File: src/rtl/id_ex_operand_stage.sv
// rtl/id_ex_operand_stage.sv - ID/EX operand capture with bypass, load-use bubble, stall/flush
module id_ex_operand_stage #(
  parameter int CTRL_W   = 8,
  parameter int LOAD_BIT = 0,
  parameter int CNT_W    = 16
) (
  input  logic              clk,
  input  logic              rst_n,
  input  logic              id_valid,
  output logic              id_ready,
  input  logic [4:0]        rs_addr,
  input  logic [4:0]        rt_addr,
  input  logic              rt_used,
  input  logic [4:0]        rd_addr,
  input  logic [31:0]       rf_out1,
  input  logic [31:0]       rf_out2,
  input  logic [31:0]       imm,
  input  logic [CTRL_W-1:0] ctrl,
  input  logic              wb_we,
  input  logic [4:0]        wb_addr,
  input  logic [31:0]       wb_data,
  input  logic              stall,
  input  logic              flush,
  output logic              ex_valid,
  output logic [31:0]       ex_a,
  output logic [31:0]       ex_b,
  output logic [31:0]       ex_imm,
  output logic [4:0]        ex_rd,
  output logic [CTRL_W-1:0] ex_ctrl,
  output logic [CNT_W-1:0]  bubble_cnt
);

  typedef enum logic {RUN, BUBBLE} state_t;

  state_t      state, state_d;
  logic        hazard;
  logic [31:0] op_a, op_b;
  logic        load_en, clear_en, bubble_en;

  // Operand select: $0 reads as zero, then writeback bypass, then register file
  always_comb begin
    op_a = rf_out1;
    op_b = rf_out2;
    if (rs_addr == 5'd0)
      op_a = 32'd0;
    else if (wb_we && (wb_addr == rs_addr))
      op_a = wb_data;
    if (rt_addr == 5'd0)
      op_b = 32'd0;
    else if (wb_we && (wb_addr == rt_addr))
      op_b = wb_data;
  end

  // Load in EX whose destination feeds the instruction waiting in decode
  always_comb begin
    hazard = id_valid & ex_valid & ex_ctrl[LOAD_BIT] & (ex_rd != 5'd0) &
             ((ex_rd == rs_addr) | (rt_used & (ex_rd == rt_addr)));
  end

  // FSM state register
  always_ff @(posedge clk or negedge rst_n) begin
    if (!rst_n)
      state <= RUN;
    else
      state <= state_d;
  end

  // Next state and per-edge actions, flush > stall > bubble > capture
  always_comb begin
    state_d   = state;
    load_en   = 1'b0;
    clear_en  = 1'b0;
    bubble_en = 1'b0;
    id_ready  = ~stall & ~((state == RUN) & hazard) & rst_n;
    if (flush) begin
      clear_en = 1'b1;
      state_d  = RUN;
    end else if (stall) begin
      state_d = state;
    end else if ((state == RUN) && hazard) begin
      clear_en  = 1'b1;
      bubble_en = 1'b1;
      state_d   = BUBBLE;
    end else begin
      // Leaving BUBBLE the held instruction is evaluated like a normal RUN cycle
      state_d = RUN;
      if (id_valid)
        load_en = 1'b1;
      else
        clear_en = 1'b1;
    end
  end

  // ID/EX boundary register
  always_ff @(posedge clk or negedge rst_n) begin
    if (!rst_n) begin
      ex_valid <= 1'b0;
      ex_a     <= 32'd0;
      ex_b     <= 32'd0;
      ex_imm   <= 32'd0;
      ex_rd    <= 5'd0;
      ex_ctrl  <= '0;
    end else if (load_en) begin
      ex_valid <= 1'b1;
      ex_a     <= op_a;
      ex_b     <= op_b;
      ex_imm   <= imm;
      ex_rd    <= rd_addr;
      ex_ctrl  <= ctrl;
    end else if (clear_en) begin
      ex_valid <= 1'b0;
      ex_ctrl  <= '0;
    end
  end

  // Saturating count of inserted load-use bubbles
  always_ff @(posedge clk or negedge rst_n) begin
    if (!rst_n)
      bubble_cnt <= '0;
    else if (bubble_en && (bubble_cnt != {CNT_W{1'b1}}))
      bubble_cnt <= bubble_cnt + {{(CNT_W-1){1'b0}}, 1'b1};
  end

endmodule

File: config.mk
export PLATFORM = sky130hd
export DESIGN_NAME = id_ex_operand_stage
export DESIGN_NICKNAME = d
export VERILOG_FILES = /design/src/rtl/id_ex_operand_stage.sv
export SDC_FILE = /design/constraint.sdc
export NUM_CORES = 1
export LEC_CHECK = 0
export ABC_AREA = 1
export CORE_ASPECT_RATIO = 1.25
export CORE_MARGIN = 10
export CORE_UTILIZATION = 47
export DETAILED_ROUTE_END_ITERATION = 8
export GPL_TIMING_DRIVEN = 1
export PLACE_DENSITY = 0.95
export SLEW_MARGIN = 0
export SYNTH_ARGS = -nofsm -noshare
export SYNTH_HDL_FRONTEND = slang
export SYNTH_SLANG_ARGS = --single-unit
File: constraint.sdc
create_clock -name clk -period 2.9 [get_ports clk]
set_clock_uncertainty 0.15 [all_clocks]
set_input_delay 0.58 -clock clk [delete_from_list [all_inputs] [get_ports clk]]
set_output_delay 0.58 -clock clk [all_outputs]
set_load 0.05 [all_outputs]
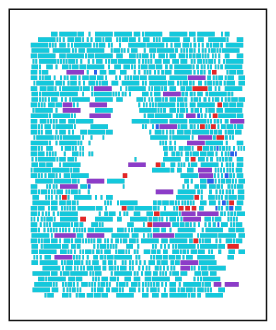
(sizing map)
Scale: 2 px per µm.
legend:
  blue:
    size: x2
    cells: 13
  cyan:
    size: x1 and smaller
    cells: 1200
  purple:
    size: x6 and larger
    cells: 31
  red:
    size: x3 and x4
    cells: 23

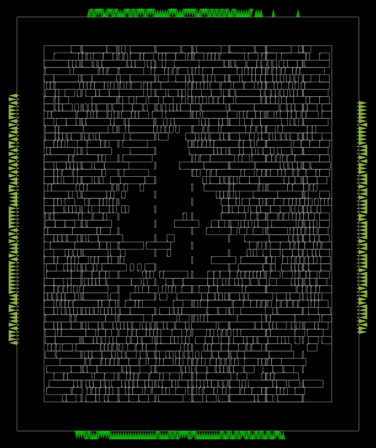
(placement view)
sequential share of cell area: 29.96%
floorplan row count: 49
number of non-filler instances in the completed layout: 1445
Filler Cells Inserted: 1043

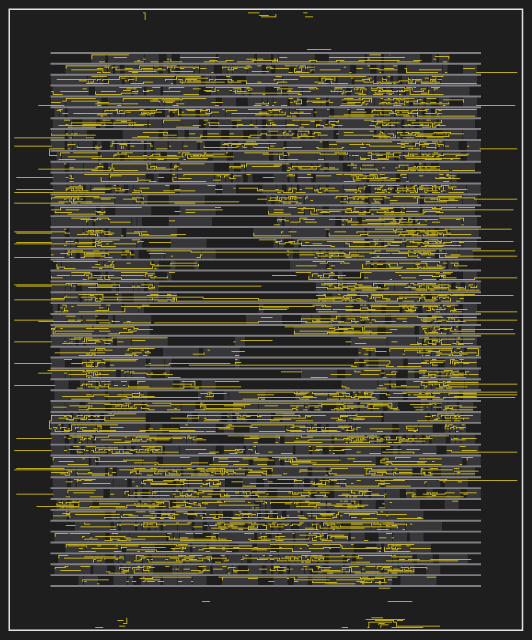
(M1 wires)
Scale: 4 px per µm. Supply wires on this layer in grey.
share of all routed wire: 36%
wire length on this layer: 9620 µm
main direction: horizontal
longest straight run: 48.3 µm
nets with wire on the layer: 1279

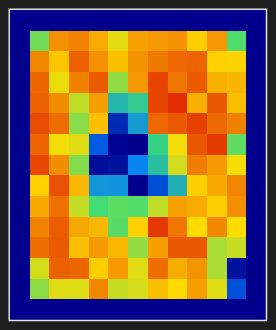
(local utilization)
Scale: 2 px per µm. The die is cut into 13 by 15 equal tiles; dark blue is low, red is high, 0 to 100% covered.
tiles over 75% full: 46%
mean over tiles: 52%
fullest tile: 95%
nearly empty tiles: 28%

==> CHANGELOG.md <==
### Implementation results

* Run status: complete, no violations
* Power per standard cell area at ~630 nW/µm²
* Endpoint of the worst-slack reg-to-reg timing path: ex_imm[29]$_DFFE_PN0P_
* Max Slew Vio Count at 0
* Data required time at the worst endpoint at ~2.2 ns
* Post-synthesis chip area from yosys at between 6000 and 7000 µm²
* Placed Area at ~10000 µm²
* Sort of element at the end of the critical path: primary output
* Logic gate share of total power at around 33%
* Number of multi-input combinational cells at just over 700
* Setup repair after global routing missed its margin: no
* Non-clk buf share at ~30%
* Met1 usage in global routing at between 20% and 30%
* Minimum clock period at roughly 2.8 ns
* Clock group share of total power at around a third
* Routed length on met3 at about 2.6 mm
* Commonest cells after routing, fill and taps aside: nand2_1 (472), clkdlybuf4s50_1 (284), dfrtp_1 (127)
* Final Wtd Congestion at 1.043
* Ratio of cells with drive above 1 in the final layout at 5.288%
* Global routing usage on met3 at slightly below 8%
* Vertical die size at about 150 µm
* WS Path Type: in -> out
* Post-CTS sizing at 0
Power and IR drop assume default switching activity.
